**src/rtl/snn_cost_pkg.sv**
```systemverilog
// Shared helpers for the SNN output-layer cost evaluator: saturating accumulate, magnitude, rotation.
package snn_cost_pkg;

  localparam int MAX_W = 64;

  typedef logic signed [1:0] diff_t;

  // Symmetric saturation at +/-(2^(acc_w-1)-1) keeps abs() representable in acc_w-1 bits.
  function automatic int sat_add(input int acc, input int d, input int acc_w);
    int lim;
    int s;
    lim = (1 << (acc_w - 1)) - 1;
    s   = acc + d;
    if (s > lim) begin
      s = lim;
    end else if (s < -lim) begin
      s = -lim;
    end
    return s;
  endfunction

  function automatic int abs_mag(input int acc);
    return (acc < 0) ? -acc : acc;
  endfunction

  function automatic logic [MAX_W-1:0] rotl(input logic [MAX_W-1:0] word, input int n,
                                            input int rw);
    logic [MAX_W-1:0] m;
    logic [MAX_W-1:0] w;
    int               s;
    m = (rw >= MAX_W) ? '1 : ((64'd1 << rw) - 64'd1);
    w = word & m;
    s = n % rw;
    return ((w << s) | (w >> (rw - s))) & m;
  endfunction

endpackage

```
**src/rtl/snn_cost_eval_if.sv**
```systemverilog
// Stream bundle between the last SNN layer, the cost evaluator and the L3 update logic.
// ERR_COUNT and its CNT_W parameter exist only when SNN_COST_ERRCNT_EN is defined.
interface snn_cost_eval_if #(
  parameter int N_OUT = 5,
  parameter int RW    = 8
`ifdef SNN_COST_ERRCNT_EN
  , parameter int CNT_W = 16
`endif
);

  logic [N_OUT-1:0] Y;
  logic [N_OUT-1:0] A_OUT;
  logic [RW-1:0]    R;
  logic [N_OUT-1:0] EPS;
  logic [N_OUT-1:0] SIGN;
  logic             VALID;
`ifdef SNN_COST_ERRCNT_EN
  logic [CNT_W-1:0] ERR_COUNT;
`endif

  modport master (
    output Y, A_OUT, R,
    input  EPS, SIGN, VALID
`ifdef SNN_COST_ERRCNT_EN
    , input ERR_COUNT
`endif
  );

  modport slave (
    input  Y, A_OUT, R,
    output EPS, SIGN, VALID
`ifdef SNN_COST_ERRCNT_EN
    , output ERR_COUNT
`endif
  );

endinterface

```
**src/rtl/snn_err_chan.sv**
```systemverilog
// One output channel: saturating signed error accumulator, sign register and stochastic
// magnitude comparator. SIGN and eps_raw are taken from the pre-update accumulator.
module snn_err_chan #(
  parameter int ACC_W = 8
) (
  input  logic             CLK,
  input  logic             i_clr,
  input  logic             i_y,
  input  logic             i_a,
  input  logic [ACC_W-2:0] i_r,
  output logic             o_sign,
  output logic             o_eps_raw
);
  import snn_cost_pkg::*;

  localparam int MW = ACC_W - 1;

  logic signed [ACC_W-1:0] r_acc;
  logic                    r_sign_p1;
  logic                    r_eps_raw_p1;
  diff_t                   w_d;
  logic signed [ACC_W-1:0] w_acc_nxt;
  logic [MW-1:0]           w_mag;

  assign w_d       = diff_t'({1'b0, i_y}) - diff_t'({1'b0, i_a});
  assign w_acc_nxt = ACC_W'(sat_add(int'(r_acc), int'(w_d), ACC_W));
  assign w_mag     = MW'(abs_mag(int'(r_acc)));

  // stage p1: accumulate, register sign and comparator result
  always_ff @(posedge CLK) begin
    if (i_clr) begin
      r_acc        <= '0;
      r_sign_p1    <= 1'b0;
      r_eps_raw_p1 <= 1'b0;
    end else begin
      r_acc        <= w_acc_nxt;
      r_sign_p1    <= r_acc[ACC_W-1];
      r_eps_raw_p1 <= (w_mag > i_r);
    end
  end

  assign o_sign    = r_sign_p1;
  assign o_eps_raw = r_eps_raw_p1;

endmodule

```
**src/rtl/snn_cost_eval.sv**
```systemverilog
// Output-layer cost evaluator: per-channel error estimates, settling suppression and EPS/SIGN output.
// Optional per-epoch error counter ERR_COUNT enabled by defining SNN_COST_ERRCNT_EN.
module snn_cost_eval #(
  parameter int N_OUT         = 5,
  parameter int ACC_W         = 8,
  parameter int RW            = 8,
  parameter int SUPPRESS_TIME = 8
`ifdef SNN_COST_ERRCNT_EN
  , parameter int CNT_W       = 16
`endif
) (
  input  logic            CLK,
  input  logic            INIT,
  input  logic            TRAIN_FLAG,
  snn_cost_eval_if.slave  bus
);
  import snn_cost_pkg::*;

  localparam int MW = ACC_W - 1;
  localparam int SW = $clog2(SUPPRESS_TIME + 2);

  logic             w_clr;
  logic [SW-1:0]    r_sup_cnt;
  logic             w_valid;
  logic [N_OUT-1:0] w_eps_raw;
  logic [N_OUT-1:0] w_sign;

  assign w_clr = INIT | TRAIN_FLAG;

  for (genvar gi = 0; gi < N_OUT; gi++) begin : g_chan
    logic [MW-1:0] w_r;

    // Each channel compares against a differently rotated copy of the shared random word.
    assign w_r = MW'(rotl(MAX_W'(bus.R), gi, RW));

    snn_err_chan #(
      .ACC_W (ACC_W)
    ) u_chan (
      .CLK       (CLK),
      .i_clr     (w_clr),
      .i_y       (bus.Y[gi]),
      .i_a       (bus.A_OUT[gi]),
      .i_r       (w_r),
      .o_sign    (w_sign[gi]),
      .o_eps_raw (w_eps_raw[gi])
    );
  end

  // stage p1: settling counter, stops one past SUPPRESS_TIME
  always_ff @(posedge CLK) begin
    if (w_clr) begin
      r_sup_cnt <= '0;
    end else if (r_sup_cnt <= SW'(SUPPRESS_TIME)) begin
      r_sup_cnt <= r_sup_cnt + SW'(1);
    end
  end

  assign w_valid   = (r_sup_cnt > SW'(SUPPRESS_TIME));
  assign bus.VALID = w_valid;
  assign bus.SIGN  = w_sign;
  assign bus.EPS   = w_valid ? w_eps_raw : '0;

`ifdef SNN_COST_ERRCNT_EN
  logic [CNT_W-1:0] r_err_cnt;

  // Only INIT clears the counter so it spans all samples of an epoch.
  always_ff @(posedge CLK) begin
    if (INIT) begin
      r_err_cnt <= '0;
    end else if (w_valid && (|w_eps_raw) && (r_err_cnt != '1)) begin
      r_err_cnt <= r_err_cnt + CNT_W'(1);
    end
  end

  assign bus.ERR_COUNT = r_err_cnt;
`else
`endif

endmodule

```
**src/flat_wrapper.sv**
```systemverilog
// flat-port wrapper written by rule: the top's interface ports become plain ports
module snn_cost_eval_flat import snn_cost_pkg::*;
#(
  parameter int N_OUT         = 5,
  parameter int ACC_W         = 8,
  parameter int RW            = 8,
  parameter int SUPPRESS_TIME = 8

)
  (CLK, INIT, TRAIN_FLAG, bus_Y, bus_A_OUT, bus_R, bus_EPS, bus_SIGN, bus_VALID);
  snn_cost_eval_if #(.N_OUT(N_OUT), .RW(RW)) bus_i ();
  input  logic CLK;
  input  logic INIT;
  input  logic TRAIN_FLAG;
  input wire logic [$bits(bus_i.Y)-1:0] bus_Y;
  input wire logic [$bits(bus_i.A_OUT)-1:0] bus_A_OUT;
  input wire logic [$bits(bus_i.R)-1:0] bus_R;
  output wire logic [$bits(bus_i.EPS)-1:0] bus_EPS;
  output wire logic [$bits(bus_i.SIGN)-1:0] bus_SIGN;
  output wire logic [$bits(bus_i.VALID)-1:0] bus_VALID;
  assign bus_i.Y = bus_Y;
  assign bus_i.A_OUT = bus_A_OUT;
  assign bus_i.R = bus_R;
  assign bus_EPS = bus_i.EPS;
  assign bus_SIGN = bus_i.SIGN;
  assign bus_VALID = bus_i.VALID;
  snn_cost_eval #(.N_OUT(N_OUT), .ACC_W(ACC_W), .RW(RW), .SUPPRESS_TIME(SUPPRESS_TIME)) u_core (.CLK(CLK), .INIT(INIT), .TRAIN_FLAG(TRAIN_FLAG), .bus(bus_i));
endmodule
```
**config.mk**
```make
export PLATFORM = sky130hd
export DESIGN_NAME = snn_cost_eval_flat
export DESIGN_NICKNAME = d
export VERILOG_FILES = /design/src/rtl/snn_cost_pkg.sv /design/src/rtl/snn_cost_eval_if.sv /design/src/rtl/snn_err_chan.sv /design/src/rtl/snn_cost_eval.sv /design/src/flat_wrapper.sv
export SDC_FILE = /design/constraint.sdc
export NUM_CORES = 1
export LEC_CHECK = 0
export ABC_AREA = 1
export CORE_MARGIN = 2
export CORE_UTILIZATION = 45
export DETAILED_ROUTE_END_ITERATION = 8
export MAX_ROUTING_LAYER = met4
export SETUP_SLACK_MARGIN = 0.4
export SYNTH_ARGS = -nofsm -noshare
export SYNTH_HDL_FRONTEND = slang
export SYNTH_SLANG_ARGS = --single-unit
```
**constraint.sdc**
```tcl
create_clock -name CLK -period 6.1 [get_ports CLK]
set_clock_uncertainty 0.1 [all_clocks]
set_input_delay 1.22 -clock CLK [delete_from_list [all_inputs] [get_ports CLK]]
set_output_delay 1.22 -clock CLK [all_outputs]
set_load 0.05 [all_outputs]
```
### Met2 routing, run 1

Scale bar: 20 um.
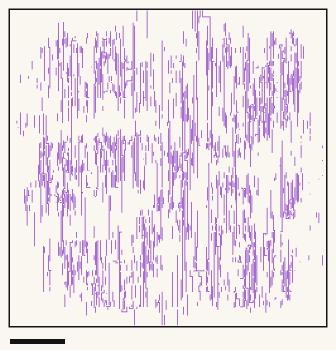
The layer holds 45% of the routed length. The longest straight run is 42.2 um. The layer carries 6,030 um of wire.

### The metal 3 layer, run 1

Cells faint in the background.
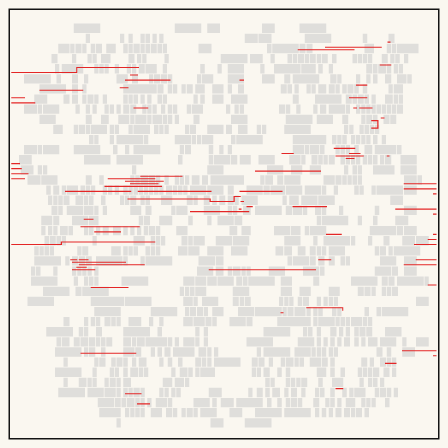
62 nets have wire on it. The layer holds 4.5% of the routed length.

### Metal 4, run 1

Scale bar: 20 um. Supply wires on this layer in grey.
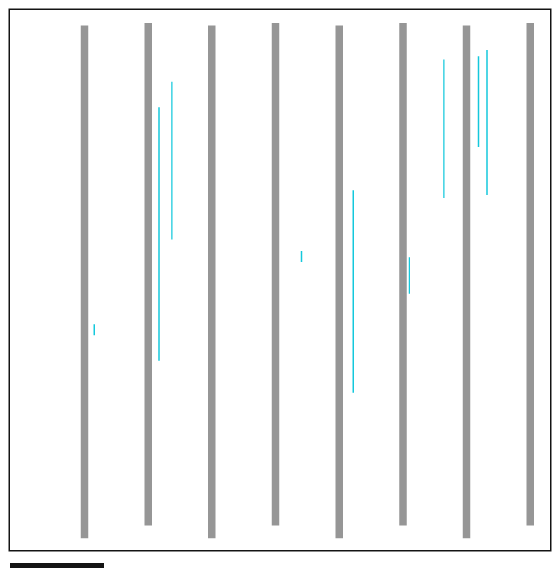
The layer carries 220 um of wire. The layer holds 1.7% of the routed length.

==> impl_metrics.csv, run 1 <==
group,metric,value,unit
global_route,global_route_wire_length_before_repair,22900,um
layout,multi_input_comb_cells,676,
clock_network,htree_num_levels,2,
layout,clkCellAreaFrac,2.29,%
synth,seq_area_frac_synth,19.5,%
floorplanning,die_w,115,um
setup_path,worst_setup_path_endpoint,"bus_EPS[2]",
final_timing,rsz_0062_raised_after_global_routing,"no",
global_route,grt_use_total,21.9,%
setup_path,path_common_cell,"inv_1",
outcome,outcome,"finished, final reports clean",
setup_path,timing.critical_path.slowest_cell_delay,0.83,ns
layout,final.signal_buffer_count,32,
layout,seq_area,0.00108,mm2
layout,drive_gt1_share,4.44,%
setup_path,ff2ff_setup_slack,3.86,ns
layout,fillerInstances,1264,
power,power_density,180,mW/mm2
clock_network,cts_tree,"yes",
routing,drt_pre_antenna_iters,5,
setup_path,start_kind,"register",
setup_path,data_required_time_of_the_critical_path,4.78,ns
final_timing,hold_viol_final,0,
setup_path,worst_setup_path_startpoint,"u_core.r_sup_cnt[0]",
setup_path,r2r_start,"u_core.g_chan[0].u_chan.r_acc[1]",
final_timing,final-max-slew-violation-count,0,
layout,seq_cell_count,54,
floorplanning,boundaryPins,32,
layout,antenna_cells,0,
floorplanning,initial_core_util,46.2,%
min_path,whs_endpoint,"u_core.r_sup_cnt[3]",
layout,seq_area_share,17.8,%
synth,synth_cell_types,42,
synth,synth_chip_area,0.00555,mm2
final_timing,setup_viol,0,
layout,multi_input_comb_area,0.00377,mm2
placement,place_congestion,0.894,
routing,wl_per_cell,12.4,um
==> run 1: cell usage after synthesis, drive strengths merged <==
master | instances | area share, %
xnor2 | 14 | 2.3
xor2 | 32 | 5.6
or2 | 6 | 0.68
a211oi | 2 | 0.27
o21ai | 37 | 3.3
nand4 | 10 | 1.1
nor3 | 6 | 0.54
a31oi | 6 | 0.68
o31ai | 5 | 0.68
a21oi | 46 | 4.6
buf | 11 | 1.6
inv | 154 | 10
clkbuf | 8 | 0.56
o211ai | 1 | 0.14
nand3b | 9 | 1.2
ha | 62 | 14
nor3b | 1 | 0.14
nor2 | 108 | 7.6
clkinv | 1 | 0.068
nand3 | 60 | 5.5
dfxtp | 54 | 19
a21o | 4 | 0.54
o21bai | 3 | 0.41
o221a | 1 | 0.20
nand2 | 260 | 18
a221oi | 1 | 0.16
o22ai | 2 | 0.23
==> run 1: state kept, by name, summed over array words and instances (netlist names) <==
signal,count
u_core.g_chan.u_chan.o_sign,5
u_core.g_chan.u_chan.o_eps_raw,5
u_core.g_chan.u_chan.r_acc,40
u_core.r_sup_cnt,4
==> run 1: routing by layer <==
layer / wire, um / up-vias / global-route usage (%) / share of wire (%)
li1: - / 2874 / - / -
met1: 6470 / 2438 / 28.4 / 49
met2: 6030 / 116 / 35.2 / 45
met3: 595 / 21 / 2.95 / 4.5
met4: 220 / 0 / 7.15 / 1.7
met5: 0 / - / - / 0
==> run 1: power breakdown <==
| group | internal, mW | total (mW) | switching, mW |
|---|---|---|---|
| Clock | 0.151 | 0.290 | 0.139 |
| Combinational | 0.153 | 0.392 | 0.239 |
| Sequential | 0.376 | 0.409 | 0.0331 |
| Total | 0.680 | 1.09 | 0.412 |
==> run 1: placed cells by master, fill, tap and decap left out, drive strengths merged <==
master         instances
clkdlybuf4s50         31
o21bai                 3
a211oi                 2
or2                    6
ha                    62
nand3                 60
nor3                   6
nor2                 108
inv                  155
nand4                 10
o31ai                  5
xnor2                 14
a21oi                 46
buf                    1
nand3b                 9
xor2                  32
o211ai                 1
clkbuf                 5
a221oi                 1
a31oi                  6
nor3b                  1
o221a                  1
nand2                260
o21ai                 37
a21o                   4
o22ai                  2
dfxtp                 54
clkinv                 2
==> run 1: worst max-delay path, delay by kind of cell (launching register included) <==
kind,cells,cell delay [ns]
AND/OR/NAND/NOR,1,0.14
AND-OR/OR-AND,1,0.36
buffers and inverters,3,1.16
adder cells (fa/ha/maj),1,0.20
flip-flops,1,0.37
==> run 1: metrics by stage <==
stage	hold WS (ns)	utilization, %	std cells	setup WS [ns]	cell area, um2
floorplan	0.336	-	904	2.28	5550
global placement	0.359	49.4	1064	2.14	5930
detailed placement	0.359	49.4	1064	2.09	5930
CTS	0.372	50.6	1071	2.25	6070
global route	0.437	50.6	1071	2.04	6070
finish	0.370	50.6	1071	2.24	6070
==> run 1: kinds of logic (layout without fill, tap and decap cells) <==
kind of cell	count (synthesis)	in the layout	share of synthesized area, %
flops	54	54	19.5
simple gates	460	460	34.8
compound gates	108	108	11.2
buf+inv	174	194	12.6
fa+ha+maj	62	62	14.0
xor+xnor	46	46	7.93
### Track usage over the die, run 1

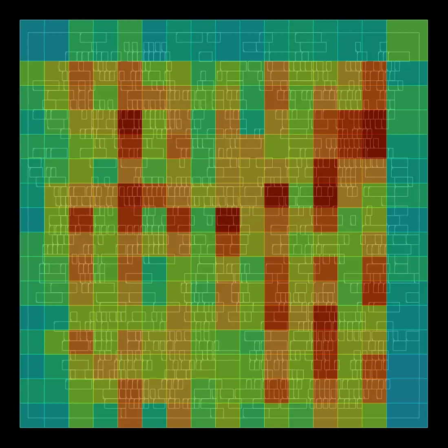

## Run 2: what changed since run 1
PLACE_DENSITY = 0.65   (was default)
clock period = 3.5 ns   (was 6.1 ns; I/O delays follow)
### Track usage over the die, run 2

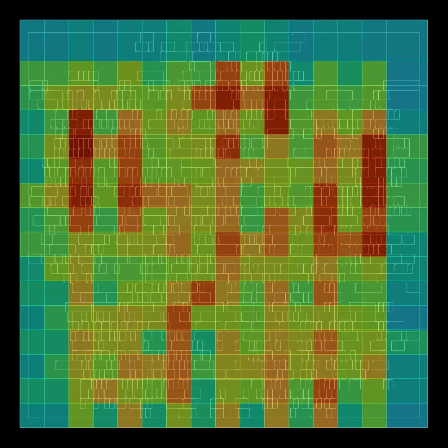
GR met2 Demand/Resource: 32.5%
overall fraction of global-route tracks in use: 19.7%

==> run 2 against run 1 <==
First-iteration DRC count down 35%. Largest power group unchanged. Clock-buffer cell count unchanged. Synthesized cell count unchanged. Largest cell class unchanged.
==> impl_metrics.csv, run 2 <==
group,metric,value,unit
power,power.clock.fraction,29.4,%
final_timing,hold_viol_final,0,
synth,yosys.cell_count.top_type,"nand2_1",
synth,synth_chip_area,0.00555,mm2
setup_path,data_required_time_of_the_critical_path,2.70,ns
final_timing,worst_hold_slack,0.384,ns
layout,largest_reg_flops,40,
final_timing,final-max-slew-violation-count,0,
layout,design_area,0.00619,mm2
synth,topCellsByArea,"dfxtp_1 (19%), nand2_1 (17%), ha_1 (14%)",
setup_path,worst_setup_path_endpoint,"bus_EPS[2]",
synth,async_flop_share,0,%
placement,place_congestion,0.940,
layout,multi_input_comb_area,0.00379,mm2
synth,yosysTopAreaCell,"dfxtp_1",
setup_path,ff2ff_setup_slack,1.32,ns
layout,layout_top_cells_excl_fill_tap,"nand2_1 (251), inv_1 (147), nor2_1 (103)",
layout,drive_gt1_share,5.89,%
power,power_density,321,mW/mm2
outcome,outcome,"finished, final reports clean",
layout,register_with_the_highest_flop_count,"u_core.g_chan.u_chan.r_acc",
setup_path,r2r_start,"u_core.g_chan[3].u_chan.r_acc[1]",
floorplanning,die_w,115,um
### Met2 routing, run 2

Scale bar: 20 um.
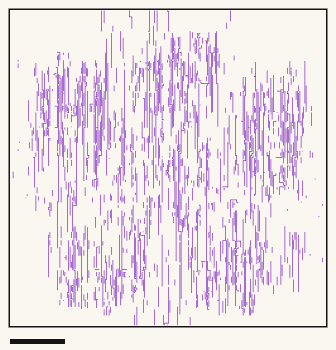
The longest straight run is 56.1 um. The wires run mostly vertical.

## run 2: cell counts after synthesis
No cell type changed its count.
## run 2: worst min path at each step
stage                   startpoint                   to  slack, ns  depth (start not counted)
6_report       u_core.r_sup_cnt[3]  u_core.r_sup_cnt[3]       0.38                          2
5_1_grt        u_core.r_sup_cnt[2]  u_core.r_sup_cnt[3]       0.40                          2
4_1_cts        u_core.r_sup_cnt[3]  u_core.r_sup_cnt[3]       0.39                          2
3_5_place_dp   u_core.r_sup_cnt[3]  u_core.r_sup_cnt[3]       0.37                          2
3_3_place_gp   u_core.r_sup_cnt[3]  u_core.r_sup_cnt[3]       0.37                          2
2_1_floorplan  u_core.r_sup_cnt[3]  u_core.r_sup_cnt[3]       0.35                          2
## run 2: per-layer routing
metal  wire length [um]  GRT usage [%]  vias to the layer above
li1                   -              -                     2905
met1               6390           26.0                     2275
met2               5620           32.5                       97
met3                411           2.21                       13
met4                179           4.50                        0
met5                  0              -                        -
## run 2: logic make-up after synthesis
| logic type | share of synthesized area [%] |
|---|---|
| AND-OR/OR-AND | 11.2 |
| XOR/XNOR | 7.93 |
| adder cells (fa/ha/maj) | 14.0 |
| buffers and inverters | 12.6 |
| flip-flops | 19.5 |
| AND/OR/NAND/NOR | 34.8 |
## run 2: what timing repair did
action / 4_1_cts / 5_1_grt
setup buffers: 0 / 1
resized: 5 / 6
endpoints found under the setup margin: 5 / 13
hold buffers: 0 / 0
pin swaps: 0 / 1
## run 2: power groups by stage
stage	registers [mW]	logic, mW	clock network, mW
final	0.708	0.692	0.583
after global routing	0.715	0.794	0.625
after CTS	0.708	0.686	0.602
after detailed placement	0.723	0.681	0
after global placement	0.723	0.682	0
after floorplan	0.700	0.542	0
## run 2: per-stage QoR
step	worst slack, ns	util (%)
after floorplan	0.631	-
after global placement	0.248	49.9
after detailed placement	0.222	49.9
after CTS	0.526	51.3
after global routing	0.403	51.5
final	0.563	51.5
## run 2: final cells by class
class                   instances  area share, %
multi-input cells             676           61.3
flip-flops and latches         54           17.5
inverters                     155           9.40
repair buffers                 40           6.01
well taps                     147           2.97
clock buffers                   5           2.02
clock inverters                 3          0.789
## run 2: critical path: stages, from the launching register on
cell and delay, ns:
dfxtp_1 0.36, inv_1 0.07, ha_1 0.21, a21oi_2 0.24, inv_1 0.20, nor2_1 0.20
dlygate4sd2_1 0.56
### The metal 3 layer, run 2

Cells faint in the background.
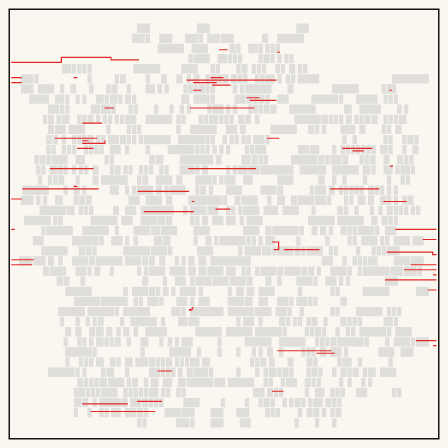

## Run 3: what changed since run 2
PLACE_DENSITY = default   (was 0.65)
clock period = 3.05 ns   (was 3.5 ns; I/O delays follow)
### The metal 3 layer, run 3

Cells faint in the background.
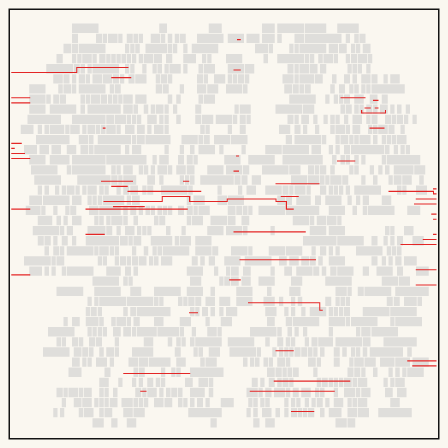
45 nets have wire on it. The wires run mostly horizontal.

### Met2 routing, run 3

Scale bar: 20 um.
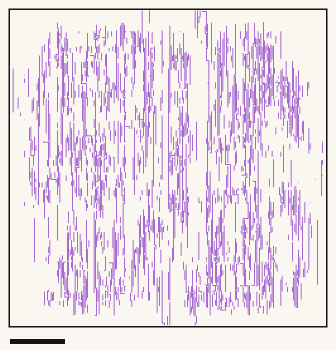
The longest straight run is 51.0 um. The layer carries 6,810 um of wire. The wires run mostly vertical.

==> run 3 against run 2 <==
First-iteration DRC count rose by 20%. Critical path type unchanged. Non-clock buffer count grew 50. Clock-buffer cell count up 1. Wire length up 14%. Worst hold slack improved by 0.014 ns. Final area is 13% higher. Setup slack worse by 0.00084 ns.
==> impl_metrics.csv, run 3 <==
group,metric,value,unit
power,seq_power_share,31.8,%
run,log.warning_count,34,
final_timing,hold_viol_final,0,
synth,async_flop_share,0,%
synth,seq_area_frac_synth,19.5,%
global_route,global_route_wire_length_before_repair,24600,um
power,total_switching_power,892,uW
setup_path,ff2ff_setup_slack,0.77,ns
setup_path,worst_setup_path_startpoint,"u_core.r_sup_cnt[0]",
power,share_comb_of_total_power,38.3,%
power,power_density,368,mW/mm2
final_timing,setup_viol,0,
power,switching_share,34.7,%
power,power_report.internal_total,1.68,mW
power,power.clock.fraction,29.9,%
synth,yosysTopAreaCell,"dfxtp_1",
layout,drive_gt1_share,18.8,%
synth,yosys_most_used_dff,"dfxtp_1",
routing,wl_per_cell,12.8,um
layout,layout_top_cells_excl_fill_tap,"nand2_1 (230), inv_1 (134), nor2_1 (93)",
floorplanning,rows,40,
synth,yosys.cell_count.top_type,"nand2_1",
layout,layout.cells.most_common,"nand2_1",
clock_network,htree_num_levels,2,
final_timing,worst_slack,0.562,ns
min_path,whs_endpoint,"u_core.r_sup_cnt[3]",
min_path,worst_hold_path.num_cells,2,
global_route,grt_use_total,23.2,%
synth,synth-edff-count,0,
synth,topCellsByArea,"dfxtp_1 (19%), nand2_1 (17%), ha_1 (14%)",
outcome,outcome,"finished, final reports clean",
layout,antenna_cells,0,
final_timing,rsz_0062_raised_after_global_routing,"no",
floorplanning,boundaryPins,32,
synth,synth_largest_type_area_fraction,19.5,%
layout,largest_reg_flops,40,
final_timing,timing.slew.headroom,66.5,%
placement,placedInstanceArea,0.00620,mm2
synth,post_synthesis_cell_count_from_yosys,904,
synth,synth_cell_types,42,
synth,synth_chip_area,0.00555,mm2
min_path,min-delay-start,"u_core.r_sup_cnt[0]",
placement,placement.setup.worst_slack,-0.0549,ns
floorplanning,die_w,115,um
[run 3: cell counts after synthesis]
No cell type changed its count.
[run 3: timing repair]
item,4_1_cts,5_1_grt
resized,76,58
hold buffers,0,0
setup endpoints to repair,40,29
hold endpoints to repair,0,0
pin swaps,39,22
buffers inserted,22,1
[run 3: area by class of cell]
cell class                 count  area (um2)
inverter                     155         582
clock buffer                   6         139
clock inverter                 2        60.1
multi-input combinational    676        4190
timing repair buffer          90         744
tap                          147         184
fill                        1210        5030
sequential                    54        1080
[run 3: power by group through the flow]
stage / clock network [mW] / logic (mW) / registers (mW)
4_1_cts: 0.789 / 0.940 / 0.817
5_1_grt: 0.809 / 1.12 / 0.826
3_5_place_dp: 0 / 0.833 / 0.831
3_3_place_gp: 0 / 0.810 / 0.831
2_1_floorplan: 0 / 0.622 / 0.803
6_report: 0.769 / 0.984 / 0.818
[run 3: per-layer routing]
layer	global-route usage (%)	wire length, um	up-vias	share of wire [%]
met5	-	0	-	0
met4	4.58	155	0	1.1
met3	3.32	448	14	3.1
met2	38.2	6810	87	47
met1	30.4	6990	2604	49
li1	-	-	2987	-
[run 3: how the worst max path moves through the flow]
stage	endpoint	depth (start not counted)
floorplan	bus_EPS[0]	5
global placement	u_core.g_chan[1].u_chan.r_acc[5]	15
detailed placement	u_core.g_chan[0].u_chan.r_acc[3]	15
CTS	bus_EPS[0]	6
global route	u_core.g_chan[4].u_chan.r_acc[5]	18
finish	bus_VALID	4
[run 3: kinds of logic after synthesis]
family / after synthesis / synth area share [%]
XOR/XNOR: 46 / 7.93
buffers and inverters: 174 / 12.6
flip-flops: 54 / 19.5
AND/OR/NAND/NOR: 460 / 34.8
AND-OR/OR-AND: 108 / 11.2
adder cells (fa/ha/maj): 62 / 14.0
[run 3: worst max-delay path: stages (launching register included)]
cell	delay (ns)
dfxtp_1	0.35
inv_1	0.08
ha_1	0.21
a21oi_2	0.27
dlygate4sd2_1	0.57
[run 3: through the flow]
step | hold WS [ns] | std cells | util [%] | total power, mW | setup TNS, ns
detailed placement | 0.395 | 1099 | 51.6 | 1.66 | -0.684
global placement | 0.372 | 1099 | 51.6 | 1.64 | -0.295
global route | 0.425 | 1130 | 58.1 | 2.75 | 0
finish | 0.398 | 1130 | 58.1 | 2.57 | 0
CTS | 0.406 | 1129 | 56.8 | 2.55 | 0
floorplan | 0.354 | 904 | - | 1.42 | 0
Power and IR drop assume default switching activity.
